===== config.mk =====
export PLATFORM = sky130hd
export DESIGN_NAME = timed_event_scheduler
export DESIGN_NICKNAME = d
export VERILOG_FILES = /design/src/rtl/timed_event_pkg.sv /design/src/rtl/event_fifo.sv /design/src/rtl/timed_event_scheduler.sv
export SDC_FILE = /design/constraint.sdc
export NUM_CORES = 2
export LEC_CHECK = 0
export CORE_MARGIN = 2
export CORE_UTILIZATION = 30
export DETAILED_ROUTE_END_ITERATION = 7
export PLACE_DENSITY_LB_ADDON = 0.1
export SYNTH_ARGS = -nofsm -noshare
export SYNTH_HDL_FRONTEND = slang
export SYNTH_SLANG_ARGS = --single-unit

===== constraint.sdc =====
create_clock -name s_axi_aclk -period 7.9 [get_ports s_axi_aclk]
set_clock_uncertainty 0.15 [all_clocks]
set_input_delay 1.58 -clock s_axi_aclk [delete_from_list [all_inputs] [get_ports s_axi_aclk]]
set_output_delay 1.58 -clock s_axi_aclk [all_outputs]
set_load 0.01 [all_outputs]

===== src/rtl/timed_event_pkg.sv =====
// Shared types and default widths for the timed event scheduler.
// Events are (timestamp, payload) pairs released against the global counter.
package timed_event_pkg;

  localparam int DEF_TS_WIDTH   = 64;
  localparam int DEF_DATA_WIDTH = 64;
  localparam int DEF_FIFO_DEPTH = 16;
  localparam int DEF_FIFO_ADDR  = 4;
  localparam int DEF_LATE_TOL   = 8;

  typedef enum logic [1:0] {
    IDLE,
    LOAD,
    ARMED
  } state_t;

  typedef struct packed {
    logic [DEF_TS_WIDTH-1:0]   ts;
    logic [DEF_DATA_WIDTH-1:0] data;
  } event_t;

endpackage


===== src/rtl/event_fifo.sv =====
// Synchronous FIFO with registered read data; flush has priority over push/pop.
// The read register doubles as the scheduler's head-of-queue event.
module event_fifo #(
  parameter int WIDTH = 128,
  parameter int DEPTH = 16,
  parameter int ADDR  = 4
) (
  input  logic             clk,
  input  logic             rst_n,
  input  logic             push,
  input  logic             pop,
  input  logic             flush,
  input  logic [WIDTH-1:0] wr_data,
  output logic [WIDTH-1:0] rd_data,
  output logic [ADDR:0]    count,
  output logic             full,
  output logic             empty
);

  logic [WIDTH-1:0] mem [DEPTH];
  logic [ADDR-1:0]  wr_ptr_reg;
  logic [ADDR-1:0]  rd_ptr_reg;
  logic [ADDR:0]    count_reg;
  logic [WIDTH-1:0] rd_data_reg;
  logic             push_ok;
  logic             pop_ok;

  assign full    = (count_reg == (ADDR+1)'(DEPTH));
  assign empty   = (count_reg == '0);
  assign push_ok = push && !full && !flush;
  assign pop_ok  = pop && !empty && !flush;

  always_ff @(posedge clk) begin
    if (push_ok) begin
      mem[wr_ptr_reg] <= wr_data;
    end
  end

  always_ff @(posedge clk or negedge rst_n) begin
    if (!rst_n) begin
      wr_ptr_reg  <= '0;
      rd_ptr_reg  <= '0;
      count_reg   <= '0;
      rd_data_reg <= '0;
    end else if (flush) begin
      wr_ptr_reg <= '0;
      rd_ptr_reg <= '0;
      count_reg  <= '0;
    end else begin
      if (push_ok) begin
        wr_ptr_reg <= wr_ptr_reg + 1'b1;
      end
      if (pop_ok) begin
        rd_ptr_reg  <= rd_ptr_reg + 1'b1;
        rd_data_reg <= mem[rd_ptr_reg];
      end
      case ({push_ok, pop_ok})
        2'b10:   count_reg <= count_reg + (ADDR+1)'(1);
        2'b01:   count_reg <= count_reg - (ADDR+1)'(1);
        default: count_reg <= count_reg;
      endcase
    end
  end

  assign rd_data = rd_data_reg;
  assign count   = count_reg;

endmodule


===== src/rtl/timed_event_scheduler.sv =====
// Buffers timestamped events and strobes each one out once the global counter
// reaches its timestamp, flagging releases later than LATE_TOL.
module timed_event_scheduler
  import timed_event_pkg::*;
#(
  parameter int TS_WIDTH   = DEF_TS_WIDTH,
  parameter int DATA_WIDTH = DEF_DATA_WIDTH,
  parameter int FIFO_DEPTH = DEF_FIFO_DEPTH,
  parameter int FIFO_ADDR  = DEF_FIFO_ADDR,
  parameter int LATE_TOL   = DEF_LATE_TOL
) (
  input  logic                  s_axi_aclk,
  input  logic                  s_axi_aresetn,
  input  logic                  auto_start,
  input  logic [TS_WIDTH-1:0]   counter,
  input  logic                  in_valid,
  output logic                  in_ready,
  input  logic [TS_WIDTH-1:0]   in_timestamp,
  input  logic [DATA_WIDTH-1:0] in_data,
  input  logic                  flush,
  input  logic                  clear_error,
  output logic                  out_valid,
  output logic [DATA_WIDTH-1:0] out_data,
  output logic [TS_WIDTH-1:0]   out_timestamp,
  output logic                  late_error,
  output logic [FIFO_ADDR:0]    fifo_count,
  output logic                  busy
);

  localparam int EV_WIDTH = TS_WIDTH + DATA_WIDTH;

  state_t                state_reg, state_next;
  logic                  fifo_pop;
  logic                  fifo_full;
  logic                  fifo_empty;
  logic [EV_WIDTH-1:0]   head_ev;
  logic [TS_WIDTH-1:0]   head_ts;
  logic [DATA_WIDTH-1:0] head_data;
  logic [TS_WIDTH-1:0]   lateness;
  logic                  release_hit;
  logic                  release_now;
  logic                  out_valid_reg;
  logic [DATA_WIDTH-1:0] out_data_reg;
  logic [TS_WIDTH-1:0]   out_ts_reg;
  logic                  late_reg;

  assign in_ready = !fifo_full;

  event_fifo #(
    .WIDTH (EV_WIDTH),
    .DEPTH (FIFO_DEPTH),
    .ADDR  (FIFO_ADDR)
  ) u_fifo (
    .clk     (s_axi_aclk),
    .rst_n   (s_axi_aresetn),
    .push    (in_valid && in_ready),
    .pop     (fifo_pop),
    .flush   (flush),
    .wr_data ({in_timestamp, in_data}),
    .rd_data (head_ev),
    .count   (fifo_count),
    .full    (fifo_full),
    .empty   (fifo_empty)
  );

  // The FIFO read register is the head event; it is valid from LOAD onward.
  assign head_ts     = head_ev[EV_WIDTH-1:DATA_WIDTH];
  assign head_data   = head_ev[DATA_WIDTH-1:0];
  assign release_hit = auto_start && (counter >= head_ts);
  assign lateness    = counter - head_ts;

  always_ff @(posedge s_axi_aclk or negedge s_axi_aresetn) begin
    if (!s_axi_aresetn) begin
      state_reg <= IDLE;
    end else begin
      state_reg <= state_next;
    end
  end

  always_comb begin
    state_next  = state_reg;
    fifo_pop    = 1'b0;
    release_now = 1'b0;
    if (flush) begin
      state_next = IDLE;
    end else begin
      case (state_reg)
        IDLE: begin
          if (!fifo_empty) begin
            fifo_pop   = 1'b1;
            state_next = LOAD;
          end
        end
        LOAD: state_next = ARMED;
        ARMED: begin
          if (release_hit) begin
            release_now = 1'b1;
            if (!fifo_empty) begin
              fifo_pop   = 1'b1;
              state_next = LOAD;
            end else begin
              state_next = IDLE;
            end
          end
        end
        default: state_next = IDLE;
      endcase
    end
  end

  always_ff @(posedge s_axi_aclk or negedge s_axi_aresetn) begin
    if (!s_axi_aresetn) begin
      out_valid_reg <= 1'b0;
      out_data_reg  <= '0;
      out_ts_reg    <= '0;
      late_reg      <= 1'b0;
    end else begin
      out_valid_reg <= release_now;
      if (release_now) begin
        out_data_reg <= head_data;
        out_ts_reg   <= head_ts;
      end
      // A late release in the same cycle as clear_error keeps the flag set.
      if (release_now && (lateness > TS_WIDTH'(LATE_TOL))) begin
        late_reg <= 1'b1;
      end else if (clear_error) begin
        late_reg <= 1'b0;
      end
    end
  end

  assign out_valid     = out_valid_reg;
  assign out_data      = out_data_reg;
  assign out_timestamp = out_ts_reg;
  assign late_error    = late_reg;
  assign busy          = (fifo_count != '0) || (state_reg != IDLE);

endmodule

==> impl_metrics.json <==
{
  "postSynthSeqShare_pct": 74.7,
  "flop_area_um2": 68300,
  "buf_share_pct": 4.05,
  "grt_pass1_wl_um": 398000,
  "edf_count": 2048,
  "pwr-share-clk_pct": 35.5,
  "powerSeq_mw": 14.7,
  "synth.net_count": 5095,
  "synthAoiAreaFrac_pct": 4.61,
  "clkbuf_count": 373,
  "simple_gate_share_pct": 3.50,
  "antenna_found_initial": 68,
  "grt.busiest_layer": "met2",
  "postRouteAntennaNets": 0,
  "finalInstanceArea_um2": 109000,
  "slew_viol_final": 0,
  "endpoint_kind": "register",
  "area_leaders": "edfxtp_1 67%, mux4_2 13%, dfrtp_1 7.5%",
  "period_needed_ns": 5.96,
  "first_pass_iters": 8,
  "met1_usage_pct": 26.1,
  "yosys.area_share.adder_pct": 1.01,
  "warnings": 34,
  "comb.multi_input.count": 2146,
  "utilization_pct": 35.8,
  "r2r_start": "u_fifo.rd_data[93]$_DFFE_PN0P_",
  "switchingPower_mw": 10.0,
  "num-nonclk-inverters": 96,
  "top_logic_kind": "multiplexers",
  "min_to": "out_data[25]$_DFFE_PN0P_",
  "critPathTopFamily": "AND-OR/OR-AND gates",
  "cts_max_path_buffers": 4,
  "synth_flops": 2321,
  "cp.buffers_inverters": 3,
  "grt_use_total_pct": 18.1,
  "flop_cell": "edfxtp_1",
  "drt_iter0_drc": 4297,
  "pg_clk_mw": 12.1,
  "final_nets": 5531,
  "max-slew-margin-rel_pct": 21.6,
  "finalSetupTns_ns": 0,
  "ir_drop_v": 0.000153,
  "dpl-instance-area_um2": 100000,
  "postSynthCellCount": 4824,
  "ys_area_um2": 91500,
  "cts_buffers": 270,
  "worstSetupStartpoint": "counter[17]",
  "p_comb_share_pct": 21.6,
  "final-clk-cell-share_pct": 7.86,
  "ys_sh_mux_pct": 14.2,
  "synth_area_um2": 91500,
  "largest_reg_flops": 2048,
  "critPathKind": "in2reg",
  "vias_per_cell": 5.10,
  "die_x_um": 556,
  "pg_comb_mw": 7.39,
  "fmax_mhz": 168,
  "drc": 0,
  "crit_path_end": "u_fifo.count[4]$_DFFE_PN0P_",
  "arrival_ns": 6.56,
  "postCtsHoldBufs": 0,
  "flops": 2321,
  "rows": 202,
  "mostFrequentLayoutCell": "edfxtp_1",
  "worst_pin_slew_ns": 1.17,
  "hp-class": "reg2reg",
  "dp_cells": 8966,
  "nWellTaps": 3978,
  "finalHoldViolations": 0,
  "top_area_share_pct": 67.2,
  "powerDensity_nw_per_um2": 315,
  "internal_power_mw": 24.2,
  "power.total_mw": 34.2,
  "async_reset_ff_share_pct": 11.8,
  "cp_slowest_cell": "clkdlybuf4s50_1",
  "synthTopCellsByCount": "2048 x edfxtp_1, 540 x nand2_1, 519 x mux4_2",
  "hold_start": "u_fifo.rd_data[25]$_DFFE_PN0P_",
  "signal_buffers": 425,
  "avgSynthCellArea_um2": 19.0,
  "cpPeakStageDelay_ns": 0.56,
  "timing.rr.end": "u_fifo.count[4]$_DFFE_PN0P_",
  "wirelength_um": 283000,
  "whs_ns": 0.318,
  "outcome": "complete, no violations",
  "cts_tree": "yes"
}
Fig. 1: cell placement
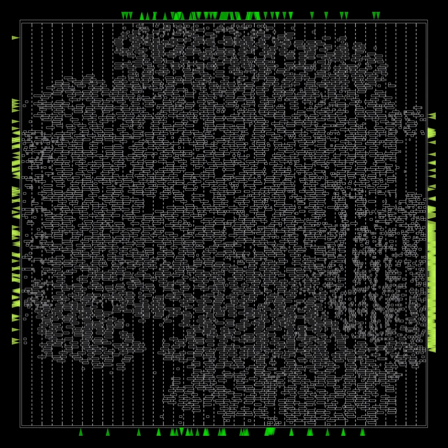
Core ar.: 303000 um^2
sequential share of cell area: 63.0%
non-filler instance count after layout: 9468

Fig. 2: metal layers overlaid
Drawn at 1 px/um. Only two layers are drawn.
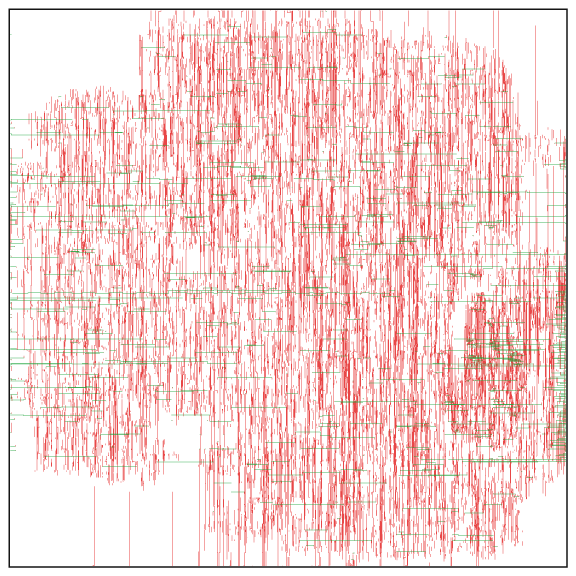
- red: metal 2 (wire length 131 mm)
- green: metal 3 (wire length 14600 um)

Fig. 3: I/O nets highlighted
Drawn at 1 px/um.
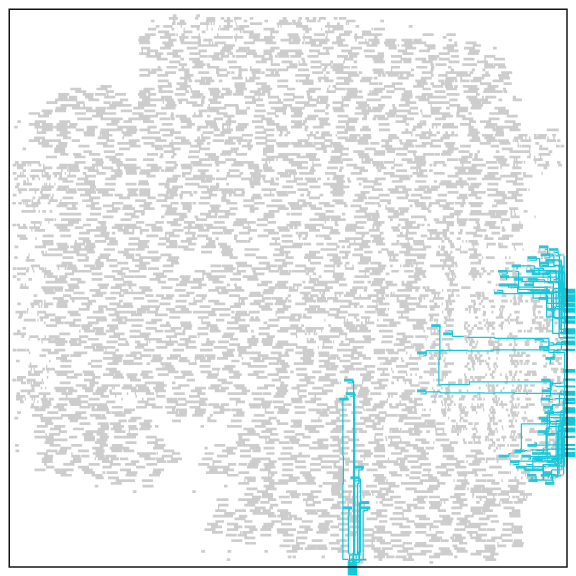
- cyan: `out_timestamp` (bits 64; direction output; edge 56 right, 8 bottom; end cells 64; buffers 64; wire 4700 um)
IO Port Bufs: 334
I/O Pins: 335

Fig. 4: pin map
Pins as bars across the die edge, other pins in grey.
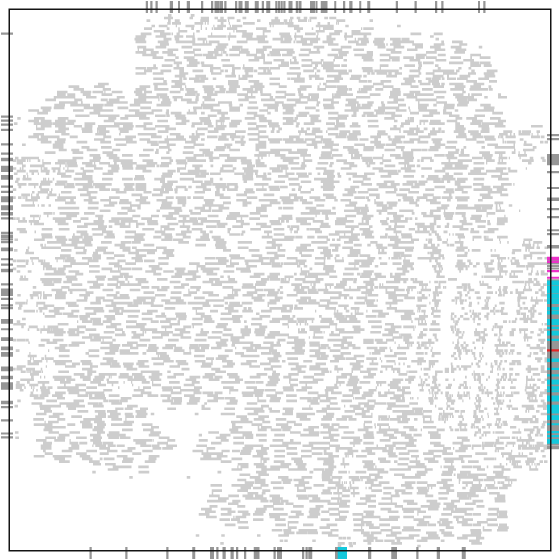
- magenta: `fifo_count` (pins 5; direction output; edge right)
- cyan: `out_timestamp` (pins 64; direction output; edge 56 right, 8 bottom)
- red: `clear_error` (pins 1; direction input; edge right)
- all pins by edge: 156 right, 75 left, 58 top, 46 bottom

No activity file was given, so power comes from the tool's default toggle rates.
